==> images/route_heat.png <==
15 x 18 tiles, from white (low) to dark blue (high), scaled to the fullest tile. Values are wire area over tile area, all layers added.
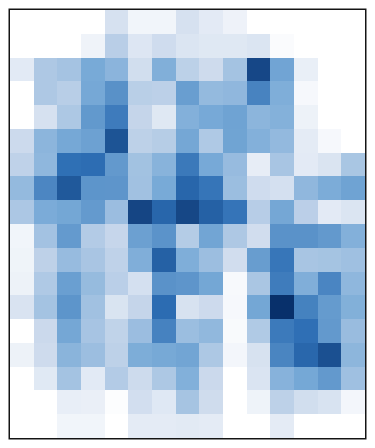
==> images/pinout.png <==
Bar = 20 um. Pins as bars across the die edge, other pins in gray.
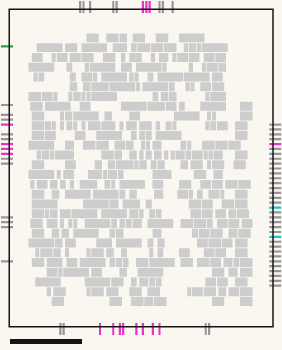
==> images/clock_nets.png <==
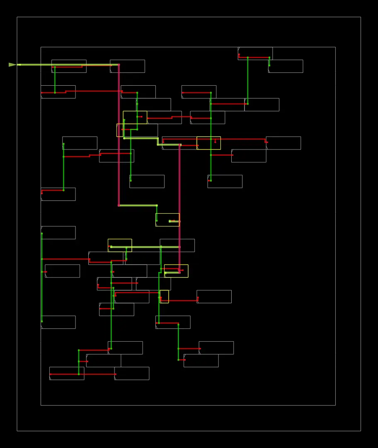
==> images/closeup.png <==
Bar = 5 um. Window x 26 to 46, y 52 to 72 um. Cells in gray, sequential cells in the stronger gray; small squares are vias.
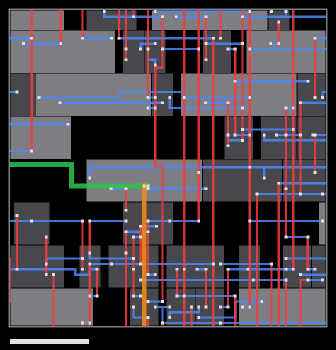
==> config.mk <==
export PLATFORM = sky130hd
export DESIGN_NAME = otter_hazard_ctrl_flat
export DESIGN_NICKNAME = d
export VERILOG_FILES = /design/src/rtl/otter_hazard_ctrl_if.sv /design/src/rtl/otter_hazard_ctrl.sv /design/src/flat_wrapper.sv
export SDC_FILE = /design/constraint.sdc
export NUM_CORES = 1
export LEC_CHECK = 0
export CORE_AREA = 5 5 68 83
export DETAILED_ROUTE_END_ITERATION = 6
export DIE_AREA = 0 0 73 88
export PLACE_DENSITY_LB_ADDON = 0.12
export SLEW_MARGIN = 20
export SYNTH_ARGS = -nofsm -noshare
export SYNTH_HDL_FRONTEND = slang
export SYNTH_SLANG_ARGS = --single-unit
==> constraint.sdc <==
create_clock -name CLK -period 3.9 [get_ports CLK]
set_input_delay 0.78 -clock CLK [delete_from_list [all_inputs] [get_ports CLK]]
set_output_delay 0.78 -clock CLK [all_outputs]
set_load 0.02 [all_outputs]
==> flow_summary.json <==
{
  "clock_path_buffers": 2,
  "finalClockPeriodUsage_pct": 96.24,
  "clkPwrFrac_pct": 32.7,
  "cp_data_arrival_time_ns": 2.97,
  "initial_core_util_pct": 48.32,
  "tool_warnings": 26,
  "ir_worst_vdd_mv": 0.1764,
  "cp.required_ns": 3.12,
  "swShare_pct": 24.86,
  "setup_violations": 0,
  "numPortBuffers": 72,
  "ys_sh_simple_pct": 28.86,
  "ys_sh_adder_pct": 1.630,
  "syn_inst": 275,
  "hpwl_mm": 4.360,
  "fill_cells": 427,
  "clk_latency_ns": 0.28,
  "ys_seq_share_pct": 34.78,
  "fp_nets": 307,
  "cts_resized": 0,
  "min_path_type": "flip-flop to flip-flop",
  "aoi_share_pct": 12.12,
  "ys_sh_mux_pct": 2.772,
  "htree_levels": 2,
  "coreArea_sq_um": 4765,
  "hold_path_depth": 2,
  "crit_fanout": 3,
  "status": "finished, final reports clean",
  "xor_share_pct": 15.22,
  "worstMarginPinSlew_ns": 0.6547,
  "syn_to_final_growth_pct": 34.62,
  "tritoncts": "done",
  "grt-ovfl-total": 0,
  "post-cts-setup-buffer-count": 0,
  "endpoint_kind": "output pin",
  "top_cell_area_share_pct": 34.78,
  "synth.area.top_cells": "dfxtp_1, xor2_1, nor2_1",
  "post-route-drc-count": 0,
  "path_clk_slew_ns": 0.07,
  "diodes": 0,
  "grt_first_pass_wirelength_mm": 9.556,
  "drv_slew": 0,
  "grt_max_degree": 39,
  "edf_count": 0,
  "netlist_logic_family_top": "simple AND/OR/NAND/NOR gates",
  "syn_area_sq_um": 2302,
  "ys_chip_area_sq_um": 2302,
  "finalSetupTns_ns": 0,
  "vias_per_cell": 5.559,
  "syn_avg_cell_area_sq_um": 8.372,
  "grt_pass1_vias": 2168,
  "r2r_cells": 7,
  "ioPinCount": 73,
  "cts_num_sinks": 40,
  "power_frac_comb_pct": 14.1,
  "rsz0062_at_grt": "no",
  "p_seq_share_pct": 53.2,
  "ff2ff_setup_slack_ns": 1.66,
  "gp_congestion": 0.8798,
  "die_area_sq_um": 6424,
  "p_sw_uw": 194.8,
  "critical_path_class": "input pin to output pin",
  "p_leak_uw": 0.001086,
  "synth.most_common_cell": "dfxtp_1",
  "finalCriticalPeriod_ns": 3.753
}
Back to the opening pictures, route_heat.png:
mean over tiles: 0.14
tiles over half the peak: 26%
fullest tile: 0.44
nearly empty tiles: 14%
densest ninth of the die: center
gr usage total: 18.38%
via count: 2246
wire per inst: 14.11 um
final WL: 5.702 mm

Back to the opening pictures, pinout.png:
| port | color | pins | direction | edge |
|---|---|---|---|---|
| `hz_STALL_CNT` | magenta | 16 | output | 8 south, 4 west, 3 north, 1 east |
| `hz_FWD_A` | cyan | 2 | output | east |
| `CLK` | green | 1 | input | west |
all pins by edge: 34 east, 16 west, 12 south, 11 north
die width: 73 um
Die Y: 88 um

Back to the opening pictures, clock_nets.png:
clk_skew: 0.003948 ns
Num CTS Buffers: 5
layout clock buffer count: 6

Back to the opening pictures, closeup.png:
| layer | color |
|---|---|
| M2 | red |
| M1 | blue |
| M3 | green |
| M4 | orange |
most frequent: dfxtp_1 (8), a21oi_1 (4), nor2_1 (3)
sequential cells in the window: 8
cells with their middle in the window: 30

[cells in the final DEF, fill, tap and decap left out, types with 4 or more instances in the layout]
cell type	synthesis	final
o21ai_0	7	7
clkbuf_8	2	5
clkdlybuf4s50_1	0	72
dfxtp_1	40	40
nand4_1	8	8
nor3_1	5	5
and3_1	8	8
xor2_1	35	35
nor4_1	7	7
nand2_1	25	25
inv_1	4	4
o31ai_1	4	4
or4_1	5	5
nand3_1	17	17
o22a_1	4	4
or3_1	4	4
nor2b_1	4	4
nor2_1	35	35
xnor2_1	5	5
a21oi_1	13	13
[per-layer routing]
layer,GRT usage (%),up-vias,wire length (um)
li1,-,1114,-
met1,21.65,1063,2440
met2,31.73,59,2732
met3,5.052,10,427
met4,6.376,0,101
met5,0,-,0
[cell type report]
class                   instances  area [sq um]  area share, %
flip-flops and latches         40         800.8          25.84
clock buffers                   6         72.57          2.342
clock inverters                 1         5.005         0.1615
well taps                      60         75.07          2.422
multi-input cells             219          1395          45.01
repair buffers                 74         735.7          23.74
inverters                       4         15.01         0.4845
[worst max-delay path, stage by stage]
cell	delay, ns
clkdlybuf4s50_1	0.53
or4_1	0.13
o21ai_0	0.08
or4_1	0.53
nor4_1	0.25
clkdlybuf4s50_1	0.67
[kinds of logic (layout without fill, tap and decap cells)]
logic type	after synthesis	count (layout)
multiplexers	6	6
adder cells (fa/ha/maj)	3	3
XOR/XNOR	40	40
flip-flops	40	40
AND/OR/NAND/NOR	130	130
buffers and inverters	16	85
AND-OR/OR-AND	40	40
[power by group through the flow]
stage          clock network [uW]  logic, uW  registers [uW]
2_1_floorplan                   0       57.9             427
3_3_place_gp                    0        110             426
3_5_place_dp                    0        111             426
4_1_cts                       262        112             417
5_1_grt                       280        122             418
6_report                      256        111             417
[through the flow]
| stage | util, % | instances | total power (uW) | area [sq um] |
|---|---|---|---|---|
| floorplan | - | 275 | 484.5 | 2302 |
| global placement | 63.42 | 397 | 535.9 | 3022 |
| detailed placement | 63.42 | 397 | 537.3 | 3022 |
| CTS | 65.05 | 404 | 790.6 | 3099 |
| global route | 65.05 | 404 | 819.3 | 3099 |
| finish | 65.05 | 404 | 783.6 | 3099 |
Power and IR drop assume default switching activity.
